[src/rtl/serial_adder_ctrl_if.sv]
// Start/done handshake and operand/result bundle for the bit-serial adder.
// The sub line exists only when SERIAL_ADD_SUB_EN is defined.
interface serial_adder_ctrl_if #(
    parameter int WIDTH = 8
);
    logic             start;
    logic [WIDTH-1:0] a_in;
    logic [WIDTH-1:0] b_in;
    logic             cin;
`ifdef SERIAL_ADD_SUB_EN
    logic             sub;
`endif
    logic             busy;
    logic             done;
    logic [WIDTH-1:0] sum_out;
    logic             cout;

    modport master (
`ifdef SERIAL_ADD_SUB_EN
        output sub,
`endif
        output start, a_in, b_in, cin,
        input  busy, done, sum_out, cout
    );

    modport slave (
`ifdef SERIAL_ADD_SUB_EN
        input  sub,
`endif
        input  start, a_in, b_in, cin,
        output busy, done, sum_out, cout
    );
endinterface

[src/rtl/serial_adder_ctrl.sv]
// Bit-serial adder sequencer: one full-adder cell plus a carry flop, LSB first.
// Define SERIAL_ADD_SUB_EN to add the sub input (A - B via ~B + 1).
module serial_adder_ctrl #(
    parameter int WIDTH = 8
) (
    input  logic                clk,
    input  logic                rst,
    serial_adder_ctrl_if.slave  bus
);
    localparam int CNT_W = (WIDTH > 1) ? $clog2(WIDTH) : 1;
    localparam logic [CNT_W-1:0] CNT_LAST = CNT_W'(WIDTH - 1);

    typedef enum logic [1:0] {
        IDLE  = 2'd0,
        SHIFT = 2'd1,
        DONE  = 2'd2
    } state_e;

    state_e           state_q, state_d;
    logic [WIDTH-1:0] a_sh_q, a_sh_d;
    logic [WIDTH-1:0] b_sh_q, b_sh_d;
    logic [WIDTH-2:0] sum_sh_q, sum_sh_d;
    logic             carry_q, carry_d;
    logic [CNT_W-1:0] cnt_q, cnt_d;
    logic [WIDTH-1:0] sum_out_q, sum_out_d;
    logic             cout_q, cout_d;

    logic             fa_sum;
    logic             fa_carry;
    logic [WIDTH-1:0] sum_cat;

    assign fa_sum   = a_sh_q[0] ^ b_sh_q[0] ^ carry_q;
    assign fa_carry = (a_sh_q[0] & b_sh_q[0]) | (carry_q & (a_sh_q[0] ^ b_sh_q[0]));
    // The newest bit enters at the top; on the last edge this is the full sum.
    assign sum_cat  = {fa_sum, sum_sh_q};

    // NOTE: every signal written here gets a default first, so no path leaves
    // one unassigned and no latch is inferred.
    always_comb begin
        state_d   = state_q;
        a_sh_d    = a_sh_q;
        b_sh_d    = b_sh_q;
        sum_sh_d  = sum_sh_q;
        carry_d   = carry_q;
        cnt_d     = cnt_q;
        sum_out_d = sum_out_q;
        cout_d    = cout_q;

        case (state_q)
            IDLE: begin
                if (bus.start) begin
                    a_sh_d  = bus.a_in;
                    b_sh_d  = bus.b_in;
                    carry_d = bus.cin;
`ifdef SERIAL_ADD_SUB_EN
                    if (bus.sub) begin
                        b_sh_d  = ~bus.b_in;
                        carry_d = 1'b1;
                    end
`endif
                    cnt_d   = '0;
                    state_d = SHIFT;
                end
            end
            SHIFT: begin
                a_sh_d   = a_sh_q >> 1;
                b_sh_d   = b_sh_q >> 1;
                sum_sh_d = sum_cat[WIDTH-1:1];
                carry_d  = fa_carry;
                cnt_d    = cnt_q + CNT_W'(1);
                if (cnt_q == CNT_LAST) begin
                    sum_out_d = sum_cat;
                    cout_d    = fa_carry;
                    state_d   = DONE;
                end
            end
            DONE: begin
                state_d = IDLE;
            end
            default: begin
                state_d = IDLE;
            end
        endcase
    end

    // NOTE: state registers use non-blocking assignments so every flop samples
    // the pre-edge values, independent of statement order. The shift registers
    // are reset too, so an aborted operation leaves nothing behind.
    always_ff @(posedge clk) begin
        if (rst) begin
            state_q   <= IDLE;
            a_sh_q    <= '0;
            b_sh_q    <= '0;
            sum_sh_q  <= '0;
            carry_q   <= 1'b0;
            cnt_q     <= '0;
            sum_out_q <= '0;
            cout_q    <= 1'b0;
        end else begin
            state_q   <= state_d;
            a_sh_q    <= a_sh_d;
            b_sh_q    <= b_sh_d;
            sum_sh_q  <= sum_sh_d;
            carry_q   <= carry_d;
            cnt_q     <= cnt_d;
            sum_out_q <= sum_out_d;
            cout_q    <= cout_d;
        end
    end

    assign bus.busy    = (state_q != IDLE);
    assign bus.done    = (state_q == DONE);
    assign bus.sum_out = sum_out_q;
    assign bus.cout    = cout_q;
endmodule

[src/flat_wrapper.sv]
// flat-port wrapper written by rule: the top's interface ports become plain ports
module serial_adder_ctrl_flat 
#(
    parameter int WIDTH = 8
)
  (clk, rst, bus_start, bus_a_in, bus_b_in, bus_cin, bus_busy, bus_done, bus_sum_out, bus_cout);
  serial_adder_ctrl_if #(.WIDTH(WIDTH)) bus_i ();
  input  logic clk;
  input  logic rst;
  input wire logic [$bits(bus_i.start)-1:0] bus_start;
  input wire logic [$bits(bus_i.a_in)-1:0] bus_a_in;
  input wire logic [$bits(bus_i.b_in)-1:0] bus_b_in;
  input wire logic [$bits(bus_i.cin)-1:0] bus_cin;
  output wire logic [$bits(bus_i.busy)-1:0] bus_busy;
  output wire logic [$bits(bus_i.done)-1:0] bus_done;
  output wire logic [$bits(bus_i.sum_out)-1:0] bus_sum_out;
  output wire logic [$bits(bus_i.cout)-1:0] bus_cout;
  assign bus_i.start = bus_start;
  assign bus_i.a_in = bus_a_in;
  assign bus_i.b_in = bus_b_in;
  assign bus_i.cin = bus_cin;
  assign bus_busy = bus_i.busy;
  assign bus_done = bus_i.done;
  assign bus_sum_out = bus_i.sum_out;
  assign bus_cout = bus_i.cout;
  serial_adder_ctrl #(.WIDTH(WIDTH)) u_core (.clk(clk), .rst(rst), .bus(bus_i));
endmodule
[config.mk]
export PLATFORM = sky130hd
export DESIGN_NAME = serial_adder_ctrl_flat
export DESIGN_NICKNAME = d
export VERILOG_FILES = /design/src/rtl/serial_adder_ctrl_if.sv /design/src/rtl/serial_adder_ctrl.sv /design/src/flat_wrapper.sv
export SDC_FILE = /design/constraint.sdc
export NUM_CORES = 1
export LEC_CHECK = 0
export CELL_PAD_IN_SITES_DETAIL_PLACEMENT = 1
export CELL_PAD_IN_SITES_GLOBAL_PLACEMENT = 2
export CORE_UTILIZATION = 32
export DETAILED_ROUTE_END_ITERATION = 8
export GPL_TIMING_DRIVEN = 1
export PLACE_DENSITY_LB_ADDON = 0.1
export SYNTH_ARGS = -nofsm -noshare
export SYNTH_HDL_FRONTEND = slang
export SYNTH_SLANG_ARGS = --single-unit
[constraint.sdc]
create_clock -name clk -period 2.5 [get_ports clk]
set_input_delay 0.5 -clock clk [delete_from_list [all_inputs] [get_ports clk]]
set_output_delay 0.5 -clock clk [all_outputs]
set_load 0.02 [all_outputs]
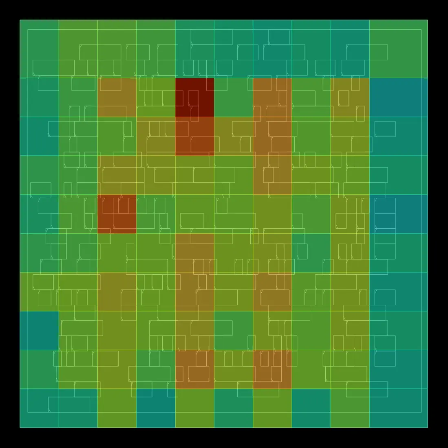
Fig. 1. Track usage over the die.
final design utilization: 42.9%
Tot GR Track Use: 15.0%
WL per Instance: 13.2 µm
met2 GRT Util: 23.5%
GRT busiest layer: met2

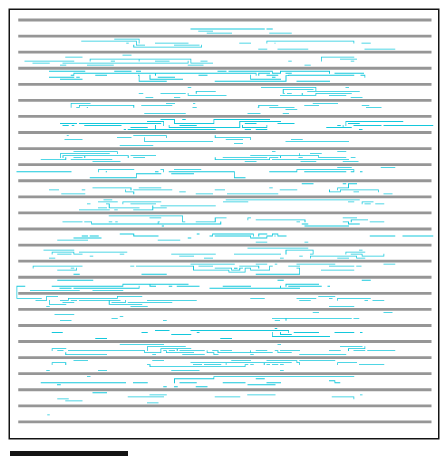
Fig. 2. Met1 routing.
Scale bar: 20 µm. Supply wires on this layer in grey.
share of all routed wire: 50%
main direction: horizontal
wire length on this layer: 1790 µm
longest straight run: 30.8 µm
nets with wire on the layer: 205

==> impl_metrics.tcl <==
# implementation run metrics
set metrics [dict create \
    start_kind "flip-flop" \
    ctsResizeCount 0 \
    syn2layout_area_growth_pct 28.6 \
    lay_top_cells "dfxtp_1, a21oi_1, clkdlybuf4s50_1" \
    rows 25 \
    ys_seq_share_pct 47.9 \
    clk_latency_ns 0.29 \
    xor_area_share_pct 0 \
    gp_congestion 0.768 \
    ff_type "dfxtp_1" \
    area_share_nonclk_buffers_pct 16.4 \
    logic_gates 108 \
    status "finished clean" \
    yosys.area_share.simple_pct 15.7 \
    ys.flops 38 \
    n_all_inverters 17 \
    layout-drive-gt1-share_pct 10.8 \
    grt_start_max_net_pins 39 \
    avgSynthCellArea_um2 8.96 \
    htree_levels 2 \
    cp_slowest_stage_delay_ns 0.61 \
    clkCellAreaFrac_pct 5.33 \
    drtIter0Drc 115 \
    largest_class "sequential cells" \
    rrSetupSlack_ns 0.77 \
    die_x_um 72.4 \
    powerSeq_uw 655 \
    syn_area_um2 1590 \
    ir_drop_mv 0.305 \
    min_path_type "reg2reg" \
    seq_area_um2 761 \
    cp-startpoint "u_core.state_q[0]" \
    m1WireLength_um 1790 \
    pg_clk_uw 513 \
    synth_nets 200 \
    logic_area_um2 688 \
    grt_pass1_vias 1299 \
    fin_skew_ns 0.00520 \
    end_kind "primary output" \
    min_to "u_core.bus.cout" \
    maxSlewHeadroom_pct 64.4 \
    ys_cells 177 \
    crit_family "flip-flops" \
    rsz0062_at_grt "no" \
    finalSetupViolCount 0 \
    internal-power_uw 1000 \
    highest_layer "met4" \
    aoi_share_pct 23.4 \
    max_freq_ghz 0.460 \
    diodes 0 \
    hp-start "u_core.bus.cout" \
    hold_depth 2 \
    clkbuf_count 5 \
    top_cell "dfxtp_1" \
    die_h_um 72.4 \
    n_tap_cell 67 \
    top_logic_kind "AND-OR/OR-AND gates" \
    coreArea_um2 4750 \
    comb_power_share_pct 11.0 \
    swShare_pct 23.5 \
    hold_ws_ns 0.456 \
    cts.sinks 38 \
    comb_area_share_pct 33.7 \
    grt_pass1_wl_um 6130 \
    crit_fanout 12 \
    worst_slew_pin_slew_ns 0.532 \
    min_period_ns 2.18 \
    switching_power_uw 309 \
    final_cell_count_no_fill 271 \
    dpl_worst_slack_ns 0.630 \
    fp_util_pct 33.4 \
    die_area_um2 5240 \
    antenna_found_initial 0 \
    overflow 0 \
    stdcell_area_um2 2040 \
    largest_area_cell "dfxtp_1" \
    p_total_uw 1310 \
    ctsRootBufferMaster "clkbuf_8" \
    max_cap_viol_count 0 \
    power_density_nw_per_um2 643 \
    r2r-start "u_core.state_q[0]" \
    clkPwrFrac_pct 39.1 \
    fillers 558 \
    lay_top_count "dfxtp_1" \
    slew_viol_final 0 \
    async_reset_ff_share_pct 0 \
    critPathBufInv 1 \
]
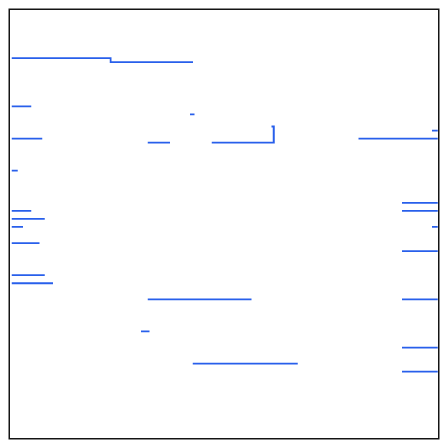
Fig. 3. Signal wires on met3.
share of all routed wire: 4.7%
nets with wire on the layer: 21
longest straight run: 17.5 µm
wire length on this layer: 168 µm
grt met3 use: 4.44%
final wirelength: 3580 µm
via count: 1297

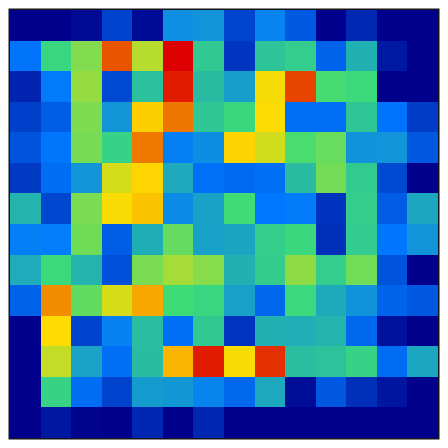
Fig. 4. Routed metal per tile.
14 x 14 tiles, from dark blue (low) to red (high), scaled to the fullest tile. Values are wire area over tile area, all layers added.
emptiest ninth of the die: lower right
densest ninth of the die: top centre
nearly empty tiles: 13%
fullest tile: 0.31
mean over tiles: 0.11
tiles over half the peak: 22%

